<file path="config.mk">
export PLATFORM = sky130hd
export DESIGN_NAME = mul_pair_dispatcher
export DESIGN_NICKNAME = d
export VERILOG_FILES = /design/src/rtl/mul_dispatch_pkg.sv /design/src/rtl/edge_detect_rise.sv /design/src/rtl/mul_pair_dispatcher.sv
export SDC_FILE = /design/constraint.sdc
export NUM_CORES = 1
export LEC_CHECK = 0
export CORE_MARGIN = 5
export CORE_UTILIZATION = 50
export CTS_CLUSTER_SIZE = 16
export DETAILED_ROUTE_END_ITERATION = 8
export PLACE_DENSITY = 0.78
export SYNTH_ARGS = -nofsm -noshare
export SYNTH_HDL_FRONTEND = slang
export SYNTH_SLANG_ARGS = --single-unit
</file>
<file path="constraint.sdc">
create_clock -name clk -period 3.5 [get_ports clk]
set_input_delay 1.05 -clock clk [delete_from_list [all_inputs] [get_ports clk]]
set_output_delay 1.05 -clock clk [all_outputs]
set_load 0.02 [all_outputs]
</file>
<file path="src/rtl/mul_dispatch_pkg.sv">
// Shared types for the multiplier pair dispatcher: the FSM state encoding,
// the 32-bit IEEE754 single word type and the operand pair record.
package mul_dispatch_pkg;

    // Raw IEEE754 single-precision word; the dispatcher never interprets it.
    typedef logic [31:0] float_word_t;

    localparam float_word_t FLOAT_ZERO = 32'h0000_0000;

    // Dispatcher FSM states, in the order a normal transaction visits them.
    typedef enum logic [3:0] {
        ST_IDLE      = 4'd0,
        ST_HAVE_A    = 4'd1,
        ST_REQ       = 4'd2,
        ST_OP_A      = 4'd3,
        ST_OP_B      = 4'd4,
        ST_WAIT_DONE = 4'd5,
        ST_CAP_B     = 4'd6,
        ST_DRAIN_A   = 4'd7,
        ST_DRAIN_B   = 4'd8
    } state_t;

    // One operand pair as handed to the multiplier in a single cycle.
    typedef struct packed {
        float_word_t op1;
        float_word_t op2;
    } pair_t;

    // States in which the upstream side may hand over a new pair.
    function automatic logic accepts_input(input state_t s);
        return (s == ST_IDLE) || (s == ST_HAVE_A);
    endfunction

endpackage

</file>
<file path="src/rtl/edge_detect_rise.sv">
// Rising-edge detector: flags the cycle where d is high and was low on the
// previous cycle. A level that is already high never produces a flag.
module edge_detect_rise (
    input  logic clk,
    input  logic rst,
    input  logic d,
    output logic rise
);

    logic d_q;

    // Remember the previous cycle's level of d.
    always_ff @(posedge clk) begin
        if (rst) begin
            d_q <= 1'b0;
        end else begin
            d_q <= d;
        end
    end

    assign rise = d & ~d_q;

endmodule

</file>
<file path="src/rtl/mul_pair_dispatcher.sv">
// Multiplier pair dispatcher: collects two operand pairs (A then B), feeds
// them to a shared multiplier after a one-cycle start pulse, captures both
// products (A on the mul_done rising edge, B one cycle later) and drains
// them downstream in input order. A lone pair can be pushed through with
// flush; its partner slot is then filled with zeros and its result dropped.
//
// Optional feature: define MUL_DISPATCH_TIMEOUT_EN to bound the wait for
// mul_done to TIMEOUT_CYCLES cycles and raise the sticky err_timeout flag.
//
// Handshakes: a transfer happens on a rising clk edge where valid and ready
// are both high; a producer holding valid keeps its data stable until then
// (in_valid/in_ready upstream, out_valid/out_ready downstream).
module mul_pair_dispatcher
    import mul_dispatch_pkg::*;
#(
    parameter int TIMEOUT_CYCLES = 64
) (
    input  logic        clk,
    input  logic        rst,
    input  logic        in_valid,
    output logic        in_ready,
    input  logic [31:0] in_op1,
    input  logic [31:0] in_op2,
    input  logic        flush,
    output logic        mul_ready,
    output logic [31:0] mul_op1,
    output logic [31:0] mul_op2,
    input  logic [31:0] mul_res,
    input  logic        mul_done,
    output logic        out_valid,
    input  logic        out_ready,
    output logic [31:0] out_res,
    output logic        busy,
    output logic        err_timeout
);

    state_t      state;
    state_t      state_nx;
    pair_t       pair_a;
    pair_t       pair_b;
    logic        discard_b;
    float_word_t res_a;
    float_word_t res_b;
    logic        xfer;
    logic        done_rise;
    logic        timeout_hit;

    assign xfer = in_valid & in_ready;

    // mul_done qualifier: only a fresh rising edge counts as completion.
    edge_detect_rise u_done_edge (
        .clk  (clk),
        .rst  (rst),
        .d    (mul_done),
        .rise (done_rise)
    );

`ifdef MUL_DISPATCH_TIMEOUT_EN
    localparam int CNT_W = $clog2(TIMEOUT_CYCLES + 1);

    logic [CNT_W-1:0] wait_cnt;
    logic             err_q;

    // Count cycles spent in WAIT_DONE; the count restarts on every entry.
    always_ff @(posedge clk) begin
        if (rst) begin
            wait_cnt <= '0;
        end else if ((state == ST_WAIT_DONE) && !done_rise) begin
            wait_cnt <= wait_cnt + 1'b1;
        end else begin
            wait_cnt <= '0;
        end
    end

    // The last allowed WAIT_DONE cycle without a rising edge gives up.
    // A rising edge in that same cycle still wins.
    assign timeout_hit = (state == ST_WAIT_DONE) && !done_rise &&
                         (wait_cnt == CNT_W'(TIMEOUT_CYCLES - 1));

    // Sticky error flag, cleared only by reset.
    always_ff @(posedge clk) begin
        if (rst) begin
            err_q <= 1'b0;
        end else if (timeout_hit) begin
            err_q <= 1'b1;
        end
    end

    assign err_timeout = err_q;
`else
    // Without the timeout the parameter only documents the interface.
    logic timeout_cfg_unused;
    assign timeout_cfg_unused = (TIMEOUT_CYCLES != 0);

    assign timeout_hit = 1'b0;
    assign err_timeout = 1'b0;
`endif

    // State register.
    always_ff @(posedge clk) begin
        if (rst) begin
            state <= ST_IDLE;
        end else begin
            state <= state_nx;
        end
    end

    // Next-state logic.
    always_comb begin
        state_nx = state;
        case (state)
            ST_IDLE: begin
                if (xfer) state_nx = ST_HAVE_A;
            end
            ST_HAVE_A: begin
                // A transfer and a flush in the same cycle both lead to REQ;
                // the datapath lets the transfer decide what pair B holds.
                if (xfer || flush) state_nx = ST_REQ;
            end
            ST_REQ:  state_nx = ST_OP_A;
            ST_OP_A: state_nx = ST_OP_B;
            ST_OP_B: state_nx = ST_WAIT_DONE;
            ST_WAIT_DONE: begin
                if (done_rise) begin
                    state_nx = ST_CAP_B;
                end else if (timeout_hit) begin
                    state_nx = ST_IDLE;
                end
            end
            ST_CAP_B: state_nx = ST_DRAIN_A;
            ST_DRAIN_A: begin
                if (out_ready) begin
                    state_nx = discard_b ? ST_IDLE : ST_DRAIN_B;
                end
            end
            ST_DRAIN_B: begin
                if (out_ready) state_nx = ST_IDLE;
            end
            default: state_nx = ST_IDLE;
        endcase
    end

    // Operand and result buffers; everything is dropped on reset.
    always_ff @(posedge clk) begin
        if (rst) begin
            pair_a    <= '0;
            pair_b    <= '0;
            discard_b <= 1'b0;
            res_a     <= FLOAT_ZERO;
            res_b     <= FLOAT_ZERO;
        end else begin
            if ((state == ST_IDLE) && xfer) begin
                pair_a <= '{op1: in_op1, op2: in_op2};
            end
            if (state == ST_HAVE_A) begin
                if (xfer) begin
                    pair_b    <= '{op1: in_op1, op2: in_op2};
                    discard_b <= 1'b0;
                end else if (flush) begin
                    pair_b    <= '{op1: FLOAT_ZERO, op2: FLOAT_ZERO};
                    discard_b <= 1'b1;
                end
            end
            if ((state == ST_WAIT_DONE) && done_rise) begin
                res_a <= mul_res;
            end
            if (state == ST_CAP_B) begin
                res_b <= mul_res;
            end
            if (timeout_hit) begin
                res_a <= FLOAT_ZERO;
                res_b <= FLOAT_ZERO;
            end
        end
    end

    // Outputs decoded from the state; everything reads as idle during reset.
    always_comb begin
        in_ready  = 1'b0;
        mul_ready = 1'b0;
        mul_op1   = FLOAT_ZERO;
        mul_op2   = FLOAT_ZERO;
        out_valid = 1'b0;
        out_res   = FLOAT_ZERO;
        busy      = 1'b0;
        if (!rst) begin
            in_ready = accepts_input(state);
            busy     = (state != ST_IDLE);
            case (state)
                ST_REQ: mul_ready = 1'b1;
                ST_OP_A: begin
                    mul_op1 = pair_a.op1;
                    mul_op2 = pair_a.op2;
                end
                ST_OP_B: begin
                    mul_op1 = pair_b.op1;
                    mul_op2 = pair_b.op2;
                end
                ST_DRAIN_A: begin
                    out_valid = 1'b1;
                    out_res   = res_a;
                end
                ST_DRAIN_B: begin
                    out_valid = 1'b1;
                    out_res   = res_b;
                end
                default: ;
            endcase
        end
    end

endmodule
</file>
Run 1, placement view:
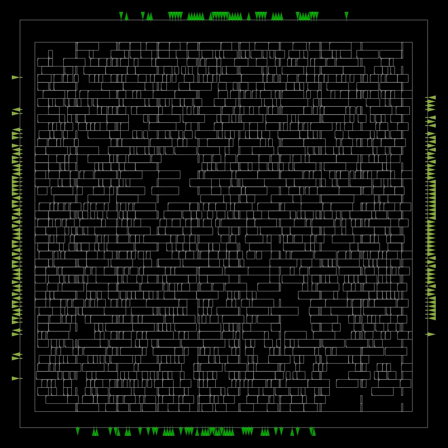
std cell rows: 46
tap cell count: 216
sequential fraction of total cell area: 35.5%
Final Instance Count excl. Fillers: 1443

Run 1, signal metal coverage by tile:
(2 px per um) 28 x 28 tiles, from dark purple (low) to yellow (high), scaled to the fullest tile. Values are wire area over tile area, all layers added.
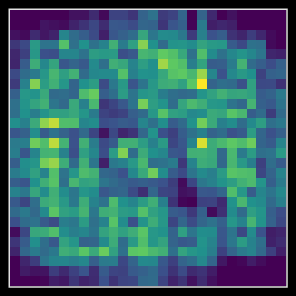
fullest tile: 0.52
nearly empty tiles: 6.4%
mean over tiles: 0.20
average wire per standard cell: 16.0 um
routed wire length: 23.1 mm

Run 1, gate-type map:
(3 px per um)
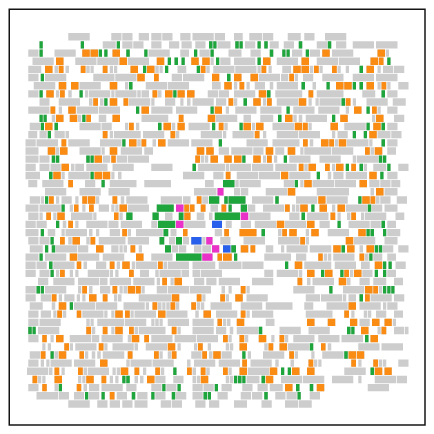
legend:
  blue:
    family: non-inverting ao/oa cells
    cells: 3
  magenta:
    family: and/or cells
    cells: 7
    where: center
  green:
    family: nor cells
    cells: 181
    where: all over the die
  orange:
    family: aoi and oai cells
    cells: 301
    where: all over the die
logic gate fraction of the total cell area: 34.4%
leading cell type in the layout, fill and taps excluded: sky130_fd_sc_hd__nand2_1

==> notes.org, run 1 <==
#+TITLE: Synthesis and PnR summary

** Routing
- TritonRoute reported its final design rule violation total as 0.
- Drt via density :: around 5.5
- For this block, the initial DRC count from the detailed router was 657.

** Global route
- Met2 track demand over resource :: between 30% and 40%
- Maximum number of pins on one net before global-route repair :: 65
- GRT Max-Usage Layer :: met2
- The number of global-route vias before repair was ~7600.
- Met3 track demand over resource in global routing :: under 10%
- The number of antenna violations at the first check in global routing came to 1.
- The first global-routing pass estimated about 37 mm of wire.
- Met1 Usage GRT :: about 30%

** Synth
- Yosys mapped a number of flops with a built-in enable equal to 0.
- For this run, the number of Yosys warnings is 0.
- Synth async-reset ratio :: 0%
- After synthesis, the largest area contributor takes up approximately half of total cell area.
- After technology mapping, the gate count stands at approximately 1100.
- The most used flip-flop cell after synthesis is sky130_fd_sc_hd__dfxtp_1.
- After synthesis, the chip area reported by Yosys is between 0.008 and 0.009 mm2.
- Cell accounting for the most synthesized area :: sky130_fd_sc_hd__dfxtp_1
- The synthesized netlist occupies a cell area of between 0.008 and 0.009 mm2.
- Per Yosys stat, the portion of area used by sequential elements is between 40% and 50%.

** Pwr
- Switching power share of the total :: between 20 and 30%
- Internal :: about 0.004 W
- The worst-case IR drop observed on VDD is about 350 uV.
- The power report attributes to the sequential group a share of about 45%.
- Cell leakage power :: 4.31 nW

** Layout
- Fill cells in the final layout number between 1000 and 1500.
- From synthesis to final layout, the design area changed by 36.0%.
- Util after Layout :: 69.8%
- Net count, final :: 1315
- Per the cell usage report, the commonest logic cells after layout are sky130_fd_sc_hd__nand2_1, sky130_fd_sc_hd__dfxtp_1, sky130_fd_sc_hd__nor2_1, sky130_fd_sc_hd__a22oi_1, sky130_fd_sc_hd__clkdlybuf4s50_1.

** CTS
- Clock transition at the registers of the reported paths :: 0.07 ns
- Count of hold buffers inserted by post-cts repair :: 0
- Clock latency at the later pin of the worst-skew pair :: 0.42 ns

** Final timing
- Final-report max-slew violation count :: 0
- Maximum operating frequency :: 0.294 GHz
- Of the available clock period, the critical path in the final layout requires between 90% and 100%.
- Slack of the critical path :: roughly 0.1 ns
- Per the slew report, the remaining headroom to the max-slew limit stands at between 30% and 40%.
- Subtracting the final worst setup slack from the clock period gives 3.40 ns.

** Critical path
- The endpoint identified for the worst register-to-register timing path is res_b[28]$_SDFFE_PP0P_.
- Setup crit start kind :: register
- Worst setup EP type :: primary output
- Slowest stage delay, CP :: between 0.6 and 0.7 ns
- Critical path peak fanout :: 33
- The critical path goes through or2_1, nor2_4, buf_12, a22oi_1, nor2_1, clkdlybuf4s50_1.
- Critical register-to-register path startpoint :: state[3]$_SDFFE_PP0P_
- According to the timing report, the data required time at the worst endpoint equals between 2 and 2.5 ns.
- Crit path arrival time :: between 2 and 2.5 ns
- The slowest stage of the critical path is the sky130_fd_sc_hd__clkdlybuf4s50_1 cell.
- Type of the worst setup path :: reg2out

** Floorplan
- The share of the core area taken by cells at floorplan is 51.3%.
- From bottom edge to top edge, the die measures between 100 and 150 um.
- Horizontal extent of the die :: 138 um
- Die Outline Area :: about 0.019 mm2
- around 200 I/O pins were placed.

** Worst hold path
- Startpoint of the most critical hold path :: res_b[3]$_SDFFE_PP0P_
- Worst hold stages :: 2

** Place
- PortBufs :: about 200

** Run status
- Status :: finished, final reports clean

** Flow run
- The run reported a max-capacitance violation count of 0.
- OpenROAD warning count :: 26
run 1: sequential cells by signal (all words and copies together) (netlist names):
| signal | cells |
|---|---|
| u_done_edge.d_q | 1 |
| res_a | 32 |
| pair_b | 64 |
| pair_a | 64 |
| res_b | 32 |
| discard_b | 1 |
| state | 4 |
run 1: per-layer routing:
layer	vias to the layer above	wire, um
li1	3924	-
met5	-	0
met1	3776	10100
met3	27	1610
met4	0	416
met2	272	11000
run 1: worst max path at each step:
stage | start | end | slack (ns) | cells after the start
after floorplan | rst | mul_op1[10] | 0.41 | 4
after global placement | rst | mul_ready | 0.16 | 3
after detailed placement | rst | mul_ready | 0.14 | 3
after CTS | state[3]$_SDFFE_PP0P_ | mul_op1[29] | 0.0007 | 6
after global routing | state[2]$_SDFFE_PP0P_ | out_res[24] | -0.01 | 6
final | state[3]$_SDFFE_PP0P_ | mul_op1[28] | 0.1 | 6
run 1: power by group through the flow:
stage	clock [W]	sequential (W)	combinational [W]
final	0.00194	0.00254	0.00121
after global routing	0.00207	0.00256	0.00132
after CTS	0.00198	0.00254	0.00120
after detailed placement	0	0.00259	0.00119
after global placement	0	0.00258	0.00118
after floorplan	0	0.00254	0.000770
run 1: stage by stage:
step / setup TNS, ns / area, um2 / cells / hold WS, ns
after floorplan: 0 / 8210 / 1055 / 0.436
after global placement: 0 / 10500 / 1410 / 0.441
after detailed placement: 0 / 10500 / 1410 / 0.446
after CTS: 0 / 11100 / 1442 / 0.456
after global routing: -0.0310 / 11200 / 1443 / 0.467
final: 0 / 11200 / 1443 / 0.454
run 1: area by class of cell:
| cell class | instances | share of cell area, % |
|---|---|---|
| clock buffer | 20 | 4.00 |
| sequential | 198 | 35.5 |
| clock inverter | 12 | 1.28 |
| antenna | 1 | 0.0224 |
| timing repair buffer | 234 | 22.3 |
| tap | 216 | 2.42 |
| multi-input combinational | 762 | 34.4 |
run 1: what timing repair did:
item                       CTS  global route
buffers inserted             0             0
resized                     21            33
gates cloned                 0             0
setup endpoints to repair   47            77
pin swaps                    0             0
run 1: worst min-delay path, cell delays in order (launching register included):
cell,delay [ns]
sky130_fd_sc_hd__dfxtp_1,0.31
sky130_fd_sc_hd__nand2_1,0.05
sky130_fd_sc_hd__a21oi_1,0.05
run 1: cell families (layout without fill, tap and decap cells):
logic type	Yosys count	in the layout	synth area share, %
other cells	1	2	0.0457
simple gates	456	456	22.5
buf+inv	95	266	5.38
flops	198	198	48.3
compound gates	304	304	23.7
xor+xnor	1	1	0.107
==> run 2: changes to the inputs <==
--- a/config.mk
+++ b/config.mk
@@ -9,7 +9,7 @@
 export CORE_UTILIZATION = 50
 export CTS_CLUSTER_SIZE = 16
 export DETAILED_ROUTE_END_ITERATION = 8
-export PLACE_DENSITY = 0.78
+export PLACE_DENSITY = 0.81
 export SYNTH_ARGS = -nofsm -noshare
 export SYNTH_HDL_FRONTEND = slang
 export SYNTH_SLANG_ARGS = --single-unit
Run 2, layout detail:
Region (54, 54) to (84, 84) um. Cells in gray, sequential cells in the stronger gray; small squares are vias.
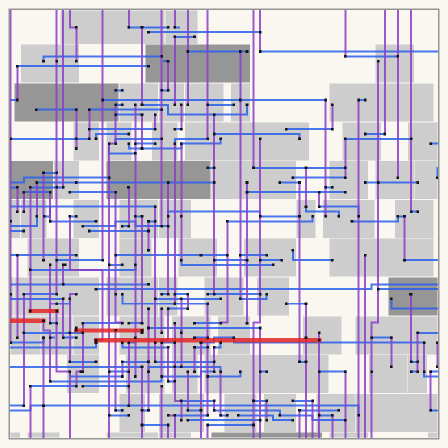
legend:
  purple:
    layer: M2
  blue:
    layer: M1
  red:
    layer: M3
cells with their middle in the window: 59
sequential cells in the window: 3
most frequent: buf_4 (12)
netlist names of flops here include: `state` (3)

==> notes.org, run 2 <==
#+TITLE: Synthesis and PnR summary

** Run status
- The flow ran to the end, and the final reports show no timing, DRC or antenna violations.

** Flow run
- Number of maximum-capacitance constraint violations :: 0
- Summing over the stages, the warning tally comes to 26.

** Floorplan
- Overall die height :: between 100 and 150 um
- The total area inside the core boundary comes to approximately 0.016 mm2.
- According to the floorplan report, the die width is approximately 140 um.
- Per the OpenROAD floorplan log, the area of the die is ~0.019 mm2.
- Fraction of the core area occupied by cells at floorplan :: between 50% and 60%
- Std cell rows :: roughly 46
- I/O pin count :: a little over 200

** Routing
- Detailed Route Iter0 Violations :: around 700
- In the routed layout, each cell is associated on average with a via count of around 5.6.
- # DRC :: 0

** Pwr
- Cell leakage power :: 5.26 nW
- The internal portion of the total power is roughly 0.0039 W.
- Fraction of power consumed by combinational cells :: between 20 and 25%
- Highest ir drop seen on vdd :: around 350 uV
- Sequential Power Share :: a little under half
- Switching power share of the total :: a little under a third

** Final timing
- Clock period minus worst slack :: 3.39 ns
- Final-report max-slew violation count :: 0
- In the finished design, the share of the clock period the worst path needs comes to a little over nine tenths.
- For the pin with the worst max-slew slack, the measured transition is around 0.6 ns.
- Slew margin rel. :: between 60% and 70%
- Per the timing report, the achievable frequency comes out to 0.295 GHz.

** Synth
- sky130_fd_sc_hd__dfxtp_1 takes more of the synthesized area than any other cell.
- Dominant synthesized flop cell :: sky130_fd_sc_hd__dfxtp_1
- The average instance in the mapped netlist occupies 7.78 um2.
- In the synthesized netlist the async set-or-reset flop fraction comes to 0%.
- Of the synthesized area, sequential elements account for roughly half.
- After synthesis, the chip area reported by Yosys is slightly above 0.008 mm2.
- The synth_stat.txt file lists the number of cells as 1055.
- The Yosys step of the flow raised 0 warnings.
- Cell count after synthesis :: about 1100
- The synthesized design contains 0 enable-type register cells.
- Per the synthesis report, the single largest cell type by area occupies 48.3% of cell area.
- Cell Area, Synth :: 0.00821 mm2

** Critical path
- The OpenROAD report gives the critical path a required time of roughly 2.5 ns.
- Start point of the critical path :: state[2]$_SDFFE_PP0P_
- Per the timing report, the most critical flop-to-flop path originates at state[0]$_SDFFE_PP0P_.
- STA classifies the critical path startpoint as a register.
- Worst setup EP type :: primary output
- For this design, the slowest cell found on the critical path is sky130_fd_sc_hd__clkdlybuf4s50_1.
- Crit path arrival time :: ~2.3 ns
- Per STA, the highest per-stage delay on the worst path measures a little over 0.6 ns.
- CP cell instances :: buf_4, nor4b_4, buf_12, a22oi_1, nor2_1, clkdlybuf4s50_1
- The critical path maximum fanout is 34.
- Type of the worst setup path :: reg2out

** CTS
- Clock transition at the registers of the reported paths :: 0.07 ns
- Count of hold buffers inserted by post-cts repair :: 0
- Deepest clock path buffer count :: 2
- The later pin in the worst-skew pair is clocked with a latency of 0.43 ns.

** Worst hold path
- Startpoint of the most critical hold path :: pair_a[12]$_SDFFE_PP0P_

** Place
- Including well taps, the total number of placed cells is between 1000 and 1500.
- In this run the tool buffered the top-level ports with ~200 buffer cells.

** Layout
- Leading cell type in the layout, fill and taps excluded :: sky130_fd_sc_hd__nand2_1
- The final antenna diode tally reported by the flow is 0.
- The flow measured a signed area growth from synthesis to layout of 38.2%.
- The finished design was reported to have a net count of 1328.
- Util after Layout :: 70.9%
- Filler cell count in the final layout :: 1325
- Most common logic cells in the final layout :: sky130_fd_sc_hd__nand2_1, sky130_fd_sc_hd__dfxtp_1, sky130_fd_sc_hd__nor2_1, sky130_fd_sc_hd__a22oi_1, sky130_fd_sc_hd__a21oi_1
- Final Instance Count excl. Fillers :: roughly 1500

** Global route
- The number of global-route vias before repair is 7657.
- The first global-routing pass estimated ~38 mm of wire.
- The number of antenna violations at the first check in global routing was 0.
- Entering global routing, the biggest net connects 58 pins.
Run 2, routed metal, one color a layer:
(3 px per um) Two of the layers only.
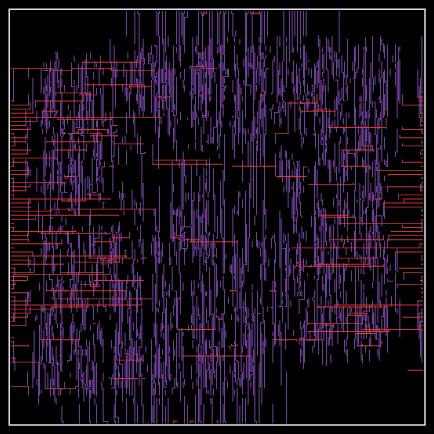
legend:
  purple:
    layer: M2
    wire_length: 11200 um
  red:
    layer: M3
    wire_length: 1840 um
average wire per standard cell: 16.4 um
global-route usage over all layers: 23.5%
routed wire length: 23.9 mm
vias after detailed routing: 8108

-- run 2: final timing paths --
path	endpoint	slack [ns]	depth (start not counted)
max	out_res[3]	0.11	6
max reg2reg	res_a[6]$_SDFFE_PP0P_	1.40	6
min reg2reg	pair_a[12]$_SDFFE_PP0P_	0.45	2
min	pair_a[12]$_SDFFE_PP0P_	0.45	2
-- run 2: cells by family after synthesis --
| logic type | count (synthesis) | synth area share [%] |
|---|---|---|
| buffers and inverters | 95 | 5.38 |
| other | 1 | 0.0457 |
| AND/OR/NAND/NOR | 456 | 22.5 |
| AND-OR/OR-AND | 304 | 23.7 |
| XOR/XNOR | 1 | 0.107 |
| flip-flops | 198 | 48.3 |
-- run 2: cell type report --
type / count / area [um2] / share of cell area (%)
clock inverter: 11 / 90.1 / 0.794
clock buffer: 21 / 450 / 3.97
sequential: 198 / 3970 / 35.0
multi-input combinational: 762 / 3850 / 33.9
tap: 216 / 270 / 2.38
timing repair buffer: 247 / 2720 / 24.0
-- run 2: metrics by stage --
| stage | power (W) | TNS [ns] | hold slack [ns] | worst slack, ns | instance area [um2] |
|---|---|---|---|---|---|
| final | 0.00558 | 0 | 0.454 | 0.106 | 11300 |
| after global routing | 0.00586 | -0.0117 | 0.471 | -0.00917 | 11300 |
| after CTS | 0.00559 | 0 | 0.456 | 0.00108 | 11100 |
| after detailed placement | 0.00379 | 0 | 0.447 | 0.194 | 10500 |
| after global placement | 0.00377 | 0 | 0.440 | 0.199 | 10500 |
| after floorplan | 0.00331 | 0 | 0.436 | 0.414 | 8210 |
-- run 2: layer usage --
metal	share of wire [%]	vias to the layer above	track usage [%]
li1	-	3949	-
met1	44	3820	32.5
met2	47	314	37.1
met3	7.7	25	6.31
met4	1.4	0	5.04
met5	0	-	0
-- run 2: worst reg2reg max path, delay by kind of cell, from the launching register on --
| family | cells | cell delay [ns] |
|---|---|---|
| compound gates | 1 | 0.06 |
| buf+inv | 2 | 0.58 |
| flops | 1 | 0.46 |
| simple gates | 3 | 0.89 |
-- run 2: timing repair --
action,CTS,global route
pin swaps,0,2
endpoints found under the hold margin,0,0
gates resized,4,84
setup buffers,0,3
endpoints found under the setup margin,64,87
gates cloned,0,2
-- run 2: power groups by stage --
stage	sequential [W]	combinational (W)	clock [W]
6_report	0.00253	0.00124	0.00181
3_5_place_dp	0.00258	0.00121	0
4_1_cts	0.00253	0.00122	0.00184
5_1_grt	0.00255	0.00135	0.00195
2_1_floorplan	0.00254	0.000770	0
3_3_place_gp	0.00257	0.00119	0
==> run 3: changes to the inputs <==
--- a/config.mk
+++ b/config.mk
@@ -6,10 +6,10 @@
 export NUM_CORES = 1
 export LEC_CHECK = 0
 export CORE_MARGIN = 5
-export CORE_UTILIZATION = 50
+export CORE_UTILIZATION = 53
 export CTS_CLUSTER_SIZE = 16
 export DETAILED_ROUTE_END_ITERATION = 8
-export PLACE_DENSITY = 0.81
+export PLACE_DENSITY = 0.85
 export SYNTH_ARGS = -nofsm -noshare
 export SYNTH_HDL_FRONTEND = slang
 export SYNTH_SLANG_ARGS = --single-unit
Run 3, placement view:
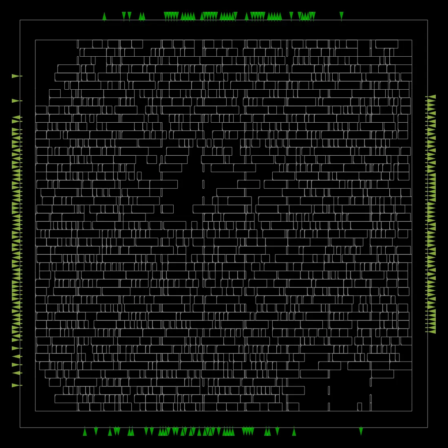
Final Instance Count excl. Fillers: 1427
tap cell count: 188
number of flip-flops and latches: 198
std cell rows: 45

==> notes.org, run 3 <==
#+TITLE: Synthesis and PnR summary

** Run status
- Status :: finished, final reports clean

** Pwr
- For this design the ratio of total power to cell area is 516 mW/mm2.
- Highest ir drop seen on vdd :: 401 uV
- Cell leakage power :: around 4.4 nW
- After layout, the design draws a total of just under 0.006 W.

** Synth
- Adder share :: 0%
- Cell count after synthesis :: between 1000 and 1500
- Number of warnings issued by yosys :: 0
- AO/OA Area Share :: about a quarter
- Per the synth stats, the flop cell with the highest instance count is sky130_fd_sc_hd__dfxtp_1.
- Mux cell area share :: 0%
- Of the combinational cells, the family taking the most area is AND-OR/OR-AND gates.
- Sequential elements use between 40% and 50% of the synthesized area.
- In this run the cell area of the synthesized design comes to 0.00821 mm2.
- Synthesis produced a netlist with a net count of 1157.
- The synthesized netlist has a Yosys-reported chip area of 0.00821 mm2.
- Number of cells in Yosys stat :: roughly 1100
- The synthesis report gives the async set-or-reset register share as 0%.
- Simple-gate area share of the yosys netlist :: between 20% and 30%
- The synthesized netlist devotes 0.107% of its cell area to XOR and XNOR gates.
- After synthesis, the largest area contributor takes up between 40% and 50% of total cell area.
- Synth cell types :: 35
- By count the netlist is led by sky130_fd_sc_hd__nand2_1, sky130_fd_sc_hd__dfxtp_1, sky130_fd_sc_hd__nor2_1.
- By instance count, the leading cell after synthesis is sky130_fd_sc_hd__nand2_1.
- sky130_fd_sc_hd__dfxtp_1 takes more of the synthesized area than any other cell.
- Dividing the synthesized area by the synthesized cell count gives about 7.8 um2.
- Yosys reported a register bit count of 198.
- Number of enable flip-flop cells :: 0
- Largest cells by area :: sky130_fd_sc_hd__dfxtp_1, sky130_fd_sc_hd__a22oi_1, sky130_fd_sc_hd__nand2_1, sky130_fd_sc_hd__a21oi_1, sky130_fd_sc_hd__nor2_1

** Global route
- Maximum number of pins on one net before global-route repair :: about 65
- Initial antenna violation count :: 0
- Residual overflow from global routing :: 0
- The number of global-route vias before repair was between 7000 and 8000.
- Wire length of the first global-routing pass :: 37.7 mm

** Routing
- In the routed layout, each cell is associated on average with a via count of between 5 and 6.
- According to the report, the first pass of detailed routing completed in 6 iterations.
- The DRC violation total left in the routed layout is recorded as 0.
- Once detail routing completed, the nets flagged for antenna violations numbered 0.
- Detailed Route Iter0 Violations :: about 840

** Final timing
- For this run, the final setup violation count is recorded as 0.
- Maximum operating frequency :: slightly below 0.3 GHz
- Slew margin rel. :: slightly below 50%
- Skew final :: 0.0124 ns
- Dividing the final minimum period by the clock period gives around 98%.
- Slack of the critical path :: around 0.06 ns
- Actual transition at the worst max-transition pin :: around 0.76 ns
- In the final report, the number of pins over their slew limit comes to 0.
- For the finished layout, the period the worst path requires is ~3.4 ns.
- Hold-check failures listed in the final report amount to 0.

** CTS
- The clock tree has to reach 198 sinks.
- Per the CTS log, the maximum H-tree level is 4.
- The tree is rooted in a sky130_fd_sc_hd__clkbuf_16.
- Clock-pin slew was measured on the worst setup and hold paths at approximately 0.07 ns.
- TritonCTS built the clock tree.
- As reported, the later end of the worst-skew pair has a clock insertion delay of about 0.43 ns.
- Count of hold buffers inserted by post-cts repair :: 0
- CTS added clock buffers totalling 17.
- Deepest clock path buffer count :: 2

** Floorplan
- Horizontal extent of the die :: between 100 and 150 um
- The chip occupies ~0.018 mm2.
- Per the OpenROAD floorplan log, the height of the die is around 130 um.
- I/O pin count :: between 200 and 250
- The floorplan step records an initial core utilization of between 50% and 60%.
- Core region area :: 0.0152 mm2

** Critical path
- Worst setup EP type :: primary output
- Setup crit start kind :: register
- Depth of the worst register-to-register path :: 6
- Critical path peak fanout :: 25
- The worst setup path is of the reg2out kind.
- Crit path arrival time :: about 2.4 ns
- The OpenROAD report gives the critical path a required time of between 2 and 2.5 ns.

** Layout
- In the layout the commonest cells are sky130_fd_sc_hd__nand2_1, sky130_fd_sc_hd__dfxtp_1, sky130_fd_sc_hd__nor2_1, sky130_fd_sc_hd__a22oi_1, sky130_fd_sc_hd__a21oi_1.
- For this run, the post-layout net count is about 1300.
- The largest registers in the layout are pair_a (64), pair_b (64).
- Register Area :: roughly 0.0040 mm2
- The flow measured a signed area growth from synthesis to layout of 36.6%.
- Leading cell type in the layout, fill and taps excluded :: sky130_fd_sc_hd__nand2_1
- Filler cell count in the final layout :: between 1000 and 1500
- Summing all multi-input logic gate instances after layout gives slightly below 0.004 mm2.
- ANT cells :: 0

** Place
- For this run the detailed placement stage logged an HPWL of 14.7 mm.
- PortBufs :: approximately 200
- Setup slack at placement :: approximately 0.13 ns
- Final estimated routing congestion in global placement :: between 0.8 and 0.9

** Flow run
- Summing over the stages, the warning tally comes to 26.
- In this run the maximum-capacitance check reported violations numbering 0.

** Worst hold path
- Along the worst hold path, the cell count comes to 2.
- Classification of the worst-slack hold path :: reg2reg
Run 3, signal metal coverage by tile:
(2 px per um) 27 x 27 tiles, from dark purple (low) to yellow (high), scaled to the fullest tile. Values are wire area over tile area, all layers added.
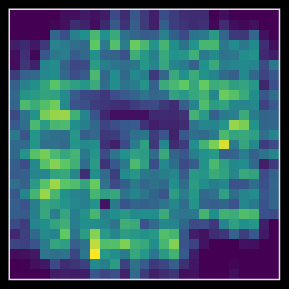
routed wire length: 24.1 mm
global-route usage over all layers: 25.2%
vias after detailed routing: 8205
average wire per standard cell: 16.9 um

## run 3: logic make-up after synthesis
kind of cell,Yosys count
AOI/OAI and AO/OA,304
xor gates and xnor gates,1
buffers and inverters,95
DFF,198
other,1
and+or+nand+nor,456
## run 3: what timing repair did
action	CTS	global route
pin swaps	0	2
gates resized	48	23
cloned	1	2
endpoints found under the setup margin	57	47
setup buffers	0	2
## run 3: routing by layer
metal | GRT usage (%) | routed length [um] | vias to the layer above
li1 | - | - | 3946
met1 | 33.5 | 10000 | 3851
met3 | 6.83 | 2200 | 42
met2 | 40.5 | 11500 | 366
met4 | 7.64 | 420 | 0
met5 | 0 | 0 | -
## run 3: path summary, 6_finish.rpt
| path | end | from | slack, ns |
|---|---|---|---|
| max | mul_op2[0] | state[3]$_SDFFE_PP0P_ | 0.06 |
| min | res_b[6]$_SDFFE_PP0P_ | res_b[6]$_SDFFE_PP0P_ | 0.45 |
| max reg2reg | pair_b[39]$_SDFFE_PP0P_ | state[0]$_SDFFE_PP0P_ | 1.57 |
| min reg2reg | res_b[6]$_SDFFE_PP0P_ | res_b[6]$_SDFFE_PP0P_ | 0.45 |
## run 3: worst max-delay path, stage by stage, from the launching register on
cell and delay [ns]:
sky130_fd_sc_hd__dfxtp_2 0.36, sky130_fd_sc_hd__nand2b_1 0.20, sky130_fd_sc_hd__nor3_4 0.32, sky130_fd_sc_hd__buf_12 0.22, sky130_fd_sc_hd__a22oi_1 0.10, sky130_fd_sc_hd__nor2_1 0.13, sky130_fd_sc_hd__clkdlybuf4s50_1 0.63
## run 3: where the power goes
part,internal [W],switching (W)
registers,0.00243,0.000105
clock network,0.00107,0.000893
logic,0.000517,0.000775
total,0.00401,0.00177
## run 3: layout make-up
type | count | area share (%)
flip-flops and latches | 198 | 35.4
multi-input cells | 762 | 34.3
repair buffers | 247 | 22.9
clock buffers | 17 | 3.80
well taps | 188 | 2.10
clock inverters | 15 | 1.50
## run 3: stage by stage
step	hold WS, ns	area [um2]	utilization, %	std cells	setup TNS [ns]
CTS	0.452	11100	72.9	1423	0
global route	0.467	11200	73.7	1427	-0.0328
finish	0.450	11200	73.7	1427	0
detailed placement	0.442	10500	69.2	1390	0
global placement	0.437	10500	69.2	1390	0
floorplan	0.436	8210	-	1055	0
Power figures rest on the tool's default switching activity, not on a simulated workload.
